==> run_1/util_map.png <==
The die is cut into 10 by 10 equal tiles; white is low, dark blue is high, 0 to 100% covered.
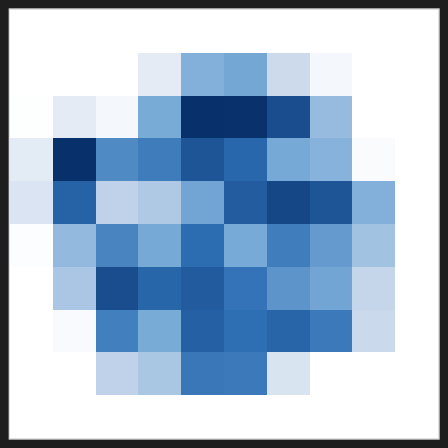
==> run_1/m1.png <==
Supply wires on this layer in gray.
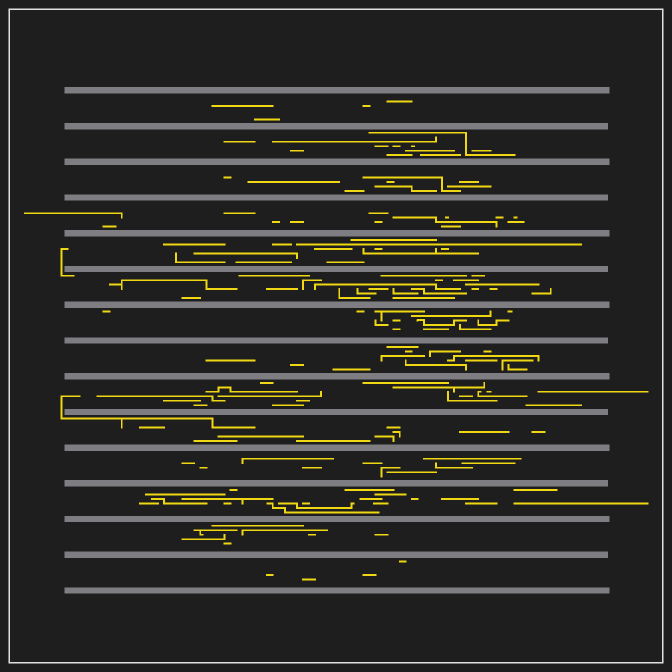
==> run_1/port_trees.png <==
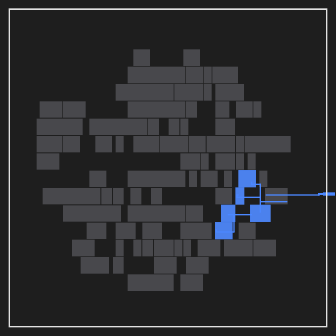
$ cat src/rtl/mux2_rr_arbiter.sv
// Round-robin arbiter that shares a 2:1 mux datapath between two requesters
// and presents the selected data downstream with a valid/ready handshake.
module mux2_rr_arbiter #(
    parameter int WIDTH     = 1,
    parameter int MAX_BURST = 4
) (
    input  logic             clk,
    input  logic             rst_n,
    input  logic             req0,
    input  logic [WIDTH-1:0] d0,
    input  logic             last0,
    input  logic             req1,
    input  logic [WIDTH-1:0] d1,
    input  logic             last1,
    input  logic             out_ready,
    output logic             gnt0,
    output logic             gnt1,
    output logic             sel,
    output logic             out_valid,
    output logic [WIDTH-1:0] result
);

    typedef enum logic [1:0] {IDLE, GRANT0, GRANT1} state_t;

    localparam logic [3:0] LAST_CNT = 4'(MAX_BURST - 1);

    state_t     state;
    logic       prio;
    logic [3:0] burst_cnt;

    logic cur_req, cur_last, granted;
    logic transfer, rel_last, rel_burst, rel_abandon, rel;
    logic take0, take1, drop;

    assign granted   = gnt0 | gnt1;
    assign cur_req   = gnt1 ? req1 : req0;
    assign cur_last  = gnt1 ? last1 : last0;

    assign out_valid = (gnt0 & req0) | (gnt1 & req1);
    assign result    = sel ? d1 : d0;
    assign transfer  = out_valid & out_ready;

    assign rel_last    = transfer & cur_last;
    assign rel_burst   = transfer & (burst_cnt == LAST_CNT);
    assign rel_abandon = granted & ~cur_req;
    assign rel         = rel_last | rel_burst | rel_abandon;

    // The other requester always wins a release; a burst-limit release
    // re-grants the same owner only when nobody else is waiting.
    always_comb begin
        take0 = 1'b0;
        take1 = 1'b0;
        drop  = 1'b0;
        case (state)
            IDLE: begin
                take0 = req0 & (~req1 | ~prio);
                take1 = req1 & ~take0;
            end
            GRANT0: begin
                if (rel) begin
                    if (req1)                              take1 = 1'b1;
                    else if (req0 & rel_burst & ~rel_last) take0 = 1'b1;
                    else                                   drop  = 1'b1;
                end
            end
            GRANT1: begin
                if (rel) begin
                    if (req0)                              take0 = 1'b1;
                    else if (req1 & rel_burst & ~rel_last) take1 = 1'b1;
                    else                                   drop  = 1'b1;
                end
            end
            default: drop = 1'b1;
        endcase
    end

    always_ff @(posedge clk or negedge rst_n) begin
        if (!rst_n) begin
            state     <= IDLE;
            gnt0      <= 1'b0;
            gnt1      <= 1'b0;
            sel       <= 1'b0;
            prio      <= 1'b0;
            burst_cnt <= 4'd0;
        end else begin
            if (rel)
                prio <= (state == GRANT0);

            if (take0) begin
                state     <= GRANT0;
                gnt0      <= 1'b1;
                gnt1      <= 1'b0;
                sel       <= 1'b0;
                burst_cnt <= 4'd0;
            end else if (take1) begin
                state     <= GRANT1;
                gnt0      <= 1'b0;
                gnt1      <= 1'b1;
                sel       <= 1'b1;
                burst_cnt <= 4'd0;
            end else if (drop) begin
                state     <= IDLE;
                gnt0      <= 1'b0;
                gnt1      <= 1'b0;
                burst_cnt <= 4'd0;
            end else if (transfer) begin
                burst_cnt <= burst_cnt + 4'd1;
            end
        end
    end

endmodule

$ cat config.mk
export PLATFORM = sky130hd
export DESIGN_NAME = mux2_rr_arbiter
export DESIGN_NICKNAME = d
export VERILOG_FILES = /design/src/rtl/mux2_rr_arbiter.sv
export SDC_FILE = /design/constraint.sdc
export NUM_CORES = 1
export LEC_CHECK = 0
export CAP_MARGIN = 20
export CELL_PAD_IN_SITES_DETAIL_PLACEMENT = 0
export CELL_PAD_IN_SITES_GLOBAL_PLACEMENT = 1
export CORE_MARGIN = 4
export CORE_UTILIZATION = 35
export DETAILED_ROUTE_END_ITERATION = 7
export PLACE_DENSITY = 0.75
export SYNTH_ARGS = -nofsm -noshare
export SYNTH_HDL_FRONTEND = slang
export SYNTH_SLANG_ARGS = --single-unit
$ cat constraint.sdc
create_clock -name clk -period 2.72 [get_ports clk]
set_input_delay 0.544 -clock clk [delete_from_list [all_inputs] [get_ports clk]]
set_output_delay 0.544 -clock clk [all_outputs]
set_load 0.1 [all_outputs]
==> notes.md, run 1 <==
Notes from the flow run.

Clock network:
- The run gives the clock-pin slew on the worst setup and hold paths as 0.05 ns.
- The run puts the number of H-tree levels at 1.
- Clock tree synthesis selected as its root buffer the cell clkbuf_4.
- TritonCTS created 3 clock buffers.
- The number of hold buffers added after CTS was 0.

Floorplanning:
- The run puts the vertical die dimension at 49.6 um.
- The run puts the chip footprint at approximately 2500 sq um.
- The run puts the x dimension of the die at around 50 um.
- The run gives the number of placement rows as 14.

Yosys:
- For reference, the top cells by area after synthesis are dfrtp_1 33%, ha_1 10%, inv_1 4.9%.
- The run gives the post-synthesis net count as 78.
- The run puts the count of flip-flops with a built-in enable after synthesis at 0.
- The run puts the count of unique library cells instantiated by Yosys at 26.
- The run puts the fraction of synthesized cell area taken by the top area cell type at approximately a third.

Worst setup path:
- The worst setup path is of the input port to output port kind.
- The run gives the required time reported for the critical path endpoint as 2.18 ns.
- In this run the critical path is formed by clkdlybuf4s50_1 -> a22oi_1 -> inv_1 -> buf_12.
- The run gives the element type at the critical path start as an input port.
- In this design, the stage delay of the slowest critical-path cell is roughly 0.48 ns.

Placement:
- RePlAce ended its routability-driven mode at a weighted congestion of 0.830.

Finish:
- The run gives the fill cell instance count of the final layout as around 150.
- The run puts the post-layout utilization of the core at between 50% and 60%.
- The run puts the area of all placed cells without fillers at about 800 sq um.
- In this run the layout overhead on the synthesized area is reported as 31.8%.

Route:
- For this run, the detailed router reports a per-instance via density of 5.22.

Final timing:
- The run gives the worst hold slack after final layout as 0.553 ns.
- The run gives the highest clock rate as 455 MHz.
- The run gives the summed negative setup slack over all endpoints as 0 ns.
- Post-route period utilization is reported as roughly four fifths.
- The run puts the worst slew slack as a fraction of its limit at between 70 and 80%.
- The run gives the final number of setup-violating endpoints as 0.
- The run gives the final max-slew violation count as 0.

Power and ir drop:
- The report lists the power per cell area as ~1200 nW/um^2.
- Net switching is a little over half of the power.
- For this design the static power due to leakage is 0.366 nW.

Global route:
- The via count of the first global-routing pass is 513.
- The run gives the initial antenna violation count as 0.
- Recorded from the global router log, the overflow total was 0.

Status:
- The flow ran to the end, and the final reports show no timing, DRC or antenna violations.
-- util_map.png (at the start) --
nearly empty tiles: 41%
mean over tiles: 32%
densest ninth of the die: middle
tiles over 75% full: 16%
fullest tile: 100%
FP Util: 38.5%
core area: 1580 sq um

-- m1.png (at the start) --
main direction: horizontal
wire length on this layer: 538 um
share of all routed wire: 47%
sum of routed wire length over all layers: 1160 um
total number of vias: 506
M1 GR Usage: 14.2%

-- port_trees.png (at the start) --
legend:
  blue:
    port: `req1`
    direction: input
    end_cells: 5
    wire: 33.1 um
Port Buffer Count: 13
IO Pins: 14

## run 1: layout make-up
type	instances	area (sq um)	share of cell area (%)
clock buffers	3	22.5	2.82
repair buffers	14	150	18.8
well taps	16	20.0	2.50
flip-flops and latches	8	200	25.0
inverters	8	30.0	3.76
multi-input cells	48	377	47.1
## run 1: power by group through the flow
| stage | Combinational, mW | Clock (mW) | Sequential [mW] |
|---|---|---|---|
| global placement | 0.663 | 0 | 0.195 |
| finish | 0.657 | 0.0848 | 0.191 |
| global route | 0.710 | 0.0975 | 0.198 |
| floorplan | 0.366 | 0 | 0.329 |
| detailed placement | 0.661 | 0 | 0.193 |
| CTS | 0.663 | 0.0897 | 0.192 |
## run 1: state kept, by name, indices dropped and copies added (netlist names)
signal / flops
burst_cnt: 4
gnt1: 1
prio: 1
sel: 1
state: 1
## run 1: synthesized netlist by cell type (all sizes together), types with 2 or more instances
master	instances
a211oi	2
nand2	2
mux2	2
o21ai	2
nor2	7
a21oi	3
a22oi	2
inv	8
ha	5
nor3	4
o221ai	2
xor2	2
nand3	2
mux2i	2
dfrtp	8
a21boi	2
## run 1: stage by stage
stage	power, mW	setup slack, ns
detailed placement	0.854	0.339
finish	0.932	0.522
global placement	0.858	0.353
CTS	0.944	0.523
floorplan	0.694	0.0899
global route	1.01	0.426
## run 1: logic make-up (layout without fill, tap and decap cells)
group,after synthesis,count (layout),share of synthesized area [%]
AND-OR/OR-AND,17,17,24.1
XOR/XNOR,3,3,4.33
adder cells (fa/ha/maj),5,5,10.3
buffers and inverters,8,25,4.95
flip-flops,8,8,33.0
multiplexers,4,4,7.01
AND/OR/NAND/NOR,19,19,16.3
## run 1: per-layer routing
metal  GRT usage [%]  share of wire [%]  vias to the layer above
met1            14.2                 46                      234
li1                -                  -                      264
met5               0                  0                        -
met4            6.45                  0                        0
met2            17.4                 50                        8
met3            3.01                3.5                        0
## run 1: worst max-delay path: cells and delay by family
family | cells | cell delay [ns]
AND-OR/OR-AND | 1 | 0.28
buffers and inverters | 3 | 0.82
## run 1: path summary, 6_finish.rpt
kind	to	cells past startpoint	start	slack, ns
min in group asynchronous	burst_cnt[3]	1	rst_n	0.57
setup reg to reg	state[0]	6	burst_cnt[0]	0.62
setup / recovery	out_valid	4	req1	0.52
max in group asynchronous	prio	1	rst_n	1.90
hold reg to reg	sel	2	sel	0.55
hold / removal	sel	2	sel	0.55
==> run 2: changes to the inputs <==
Clock period 2.72 ns to 2.06 ns, I/O delays scaled along.
==> run 2 against run 1 <==
Effect of this change:
- the flow now finishes with violations (setup timing)
- register-to-register slack got worse by 0.64 ns
- power increased by 44%
- sequential power increased by 34%
- non-clock buffer count increased by 7
- clock skew increased by 0.0039 ns
- largest power group unchanged
==> notes.md, run 2 <==
Notes from the flow run.

Power and ir drop:
- The run gives the total power per unit cell area as 1500 nW/um^2.
- The run puts the total power after layout at 1.34 mW.

Worst setup path:
- The run gives the required time reported for the critical path endpoint as approximately 2.2 ns.
- For flop-to-flop paths, the worst setup slack is -0.02 ns.
- In this design, the largest share of critical-path delay is due to simple AND/OR/NAND/NOR gates.
- The worst setup path is launched from a flip-flop.
- The worst register-to-register path begins at burst_cnt[1].
- The run gives the number of buffer and inverter instances along the worst setup path as 0.
- For reference, the critical path cell chain is ha_2 -> or3b_4 -> or4b_4 -> o21ai_2 -> o2111a_4 -> nor3_1.
- Looking at the reg2reg group, the worst path ends at burst_cnt[2].

Final timing:
- Endpoints with negative setup slack in the final report add up to 6.
- Final hold analysis gives a worst-case slack of roughly 0.44 ns.
- The run puts the worst setup slack after layout at -0.0198 ns.
- The run gives the final critical-path share of the clock period as 101%.
- The run gives the final max-slew violation count as 0.
- The run puts the worst slew slack as a fraction of its limit at approximately three quarters.

Clock network:
- The run gives the number of buffers inserted by hold repair at cts as 0.
- The run puts the clock buffer count from CTS at 3.
- In this run the number of H-tree levels came out at 1.
- The run puts the clock-pin slew on the worst setup and hold paths at around 0.06 ns.

Global route:
- The run gives the met3 track demand over resource in global routing as roughly 2.7%.
- The run gives the met2 global-route usage as between 20% and 30%.
- The run puts the initial antenna violation count at 0.
- The run gives the sum of overflow across all layers after global routing as 0.
- The via count of the first global-routing pass was roughly 580.

Floorplanning:
- The run gives the vertical die dimension as 49.6 um.
- The run gives the number of placement rows as 14.
- The run gives the number of placed I/O pins as 14.
- The run puts the core outline area at around 1600 sq um.
- The run gives the starting density of the core as approximately two fifths.
- The run puts the x dimension of the die at about 50 um.

Finish:
- The run gives the relative area change from synthesis to final layout as 47.4%.
- The register with the most flip-flops in the layout has 4 of them.
- The finished cells cover around 890 sq um.
- The run gives the register with the most flip-flops as burst_cnt.

Placement:
- The run gives the final weighted congestion of routability-driven global placement as 0.814.
- The run puts the pre-CTS worst setup slack at -0.125 ns.
- The run puts the number of buffers added on ports at 13.

Status:
- The checks that failed: setup timing.
- The flow ran to the end, but the final reports show violations.

Yosys:
- The run gives the count of flip-flops with a built-in enable after synthesis as 0.
- After synthesis, the cell types taking the most area are dfrtp_1 33%, ha_1 10%, inv_1 4.9%.
- The run puts the fraction of synthesized cell area taken by the top area cell type at 33.0%.
- The run puts the count of unique library cells instantiated by Yosys at 26.
==> run 2: routing by layer <==
layer / up-vias / wire [um]
met4: 0 / 9
li1: 279 / -
met3: 2 / 51
met1: 254 / 628
met5: - / 0
met2: 10 / 632
==> run 2: kinds of logic (layout without fill, tap and decap cells) <==
group / count (synthesis) / in the layout / share of synthesized area [%]
DFF: 8 / 8 / 33.0
AOI/OAI and AO/OA: 17 / 17 / 24.1
adders and majority gates: 5 / 5 / 10.3
buffers and inverters: 8 / 33 / 4.95
xor gates and xnor gates: 3 / 3 / 4.33
muxes: 4 / 4 / 7.01
and+or+nand+nor: 19 / 19 / 16.3
==> run 2: worst max path at each step <==
stage                 start      endpoint  slack (ns)  depth (start not counted)
6_report       burst_cnt[1]  burst_cnt[2]       -0.02                          6
5_1_grt        burst_cnt[1]  burst_cnt[0]       -0.10                          7
4_1_cts        burst_cnt[1]  burst_cnt[3]        0.01                          6
3_5_place_dp           req1  burst_cnt[1]       -0.12                          6
3_3_place_gp           req1      state[0]       -0.08                          6
2_1_floorplan      state[0]  burst_cnt[3]       -0.02                          6
==> run 2: final cells by class <==
type                    instances  area (sq um)  area share (%)
clock buffers                   4          26.3            2.94
well taps                      16          20.0            2.24
flip-flops and latches          8           208            23.2
repair buffers                 21           203            22.7
inverters                       8          33.8            3.78
multi-input cells              48           404            45.2
==> run 2: repair_timing <==
action	4_1_cts	5_1_grt
pin swaps	1	1
setup endpoints to repair	2	7
cloned	0	0
gates resized	0	5
setup buffers	0	0
==> run 2: stage by stage <==
step,std cells,utilization [%]
floorplan,64,-
global placement,101,53.8
detailed placement,101,53.8
CTS,105,55.5
global route,105,56.7
finish,105,56.7
==> run 2: worst register-to-register path: stages, from the launching register on <==
cell      delay, ns
dfrtp_1        0.36
ha_2           0.18
or3b_4         0.39
or4b_4         0.55
o21ai_2        0.14
o2111a_4       0.27
nor3_1         0.06
==> run 2: power groups by stage <==
| stage | Sequential (mW) | Clock [mW] | Combinational [mW] |
|---|---|---|---|
| global route | 0.263 | 0.137 | 1.04 |
| finish | 0.256 | 0.124 | 0.963 |
| detailed placement | 0.258 | 0 | 0.947 |
| floorplan | 0.450 | 0 | 0.493 |
| CTS | 0.257 | 0.130 | 0.952 |
| global placement | 0.258 | 0 | 0.944 |
==> run_2/congestion_map.png <==
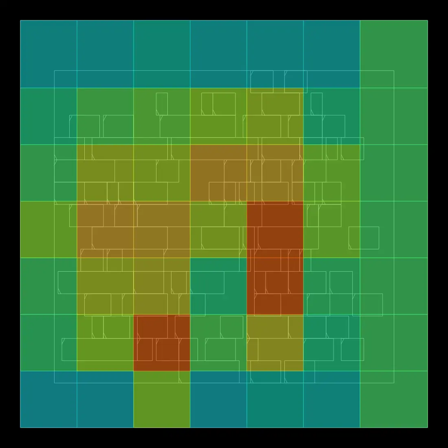
GRT Max-Usage Layer: met2
routed length per instance: 12.6 um
total routing usage reported by global routing: 12.4%

==> run_2/m1.png <==
Supply wires on this layer in gray.
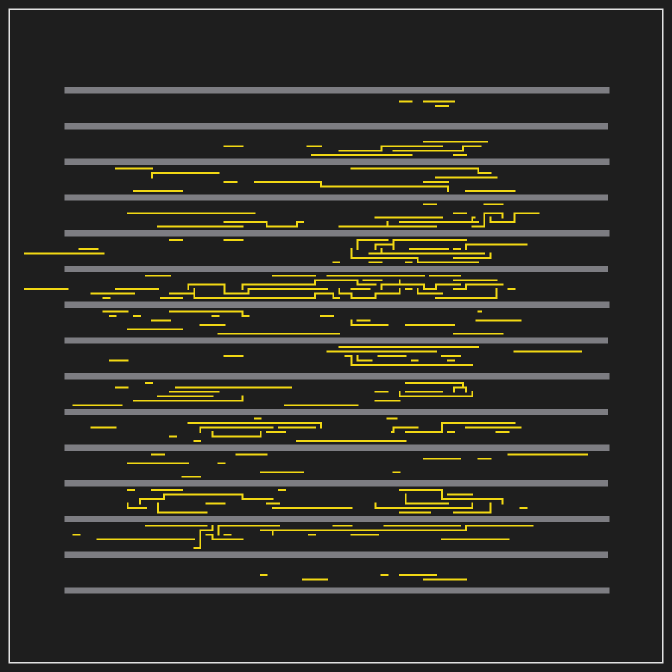
nets with wire on the layer: 92
share of all routed wire: 48%
longest straight run: 15.6 um
main direction: horizontal
wire length on this layer: 629 um
total number of vias: 545
M1 GR Usage: 14.8%
sum of routed wire length over all layers: 1320 um

Power figures rest on the tool's default switching activity, not on a simulated workload.
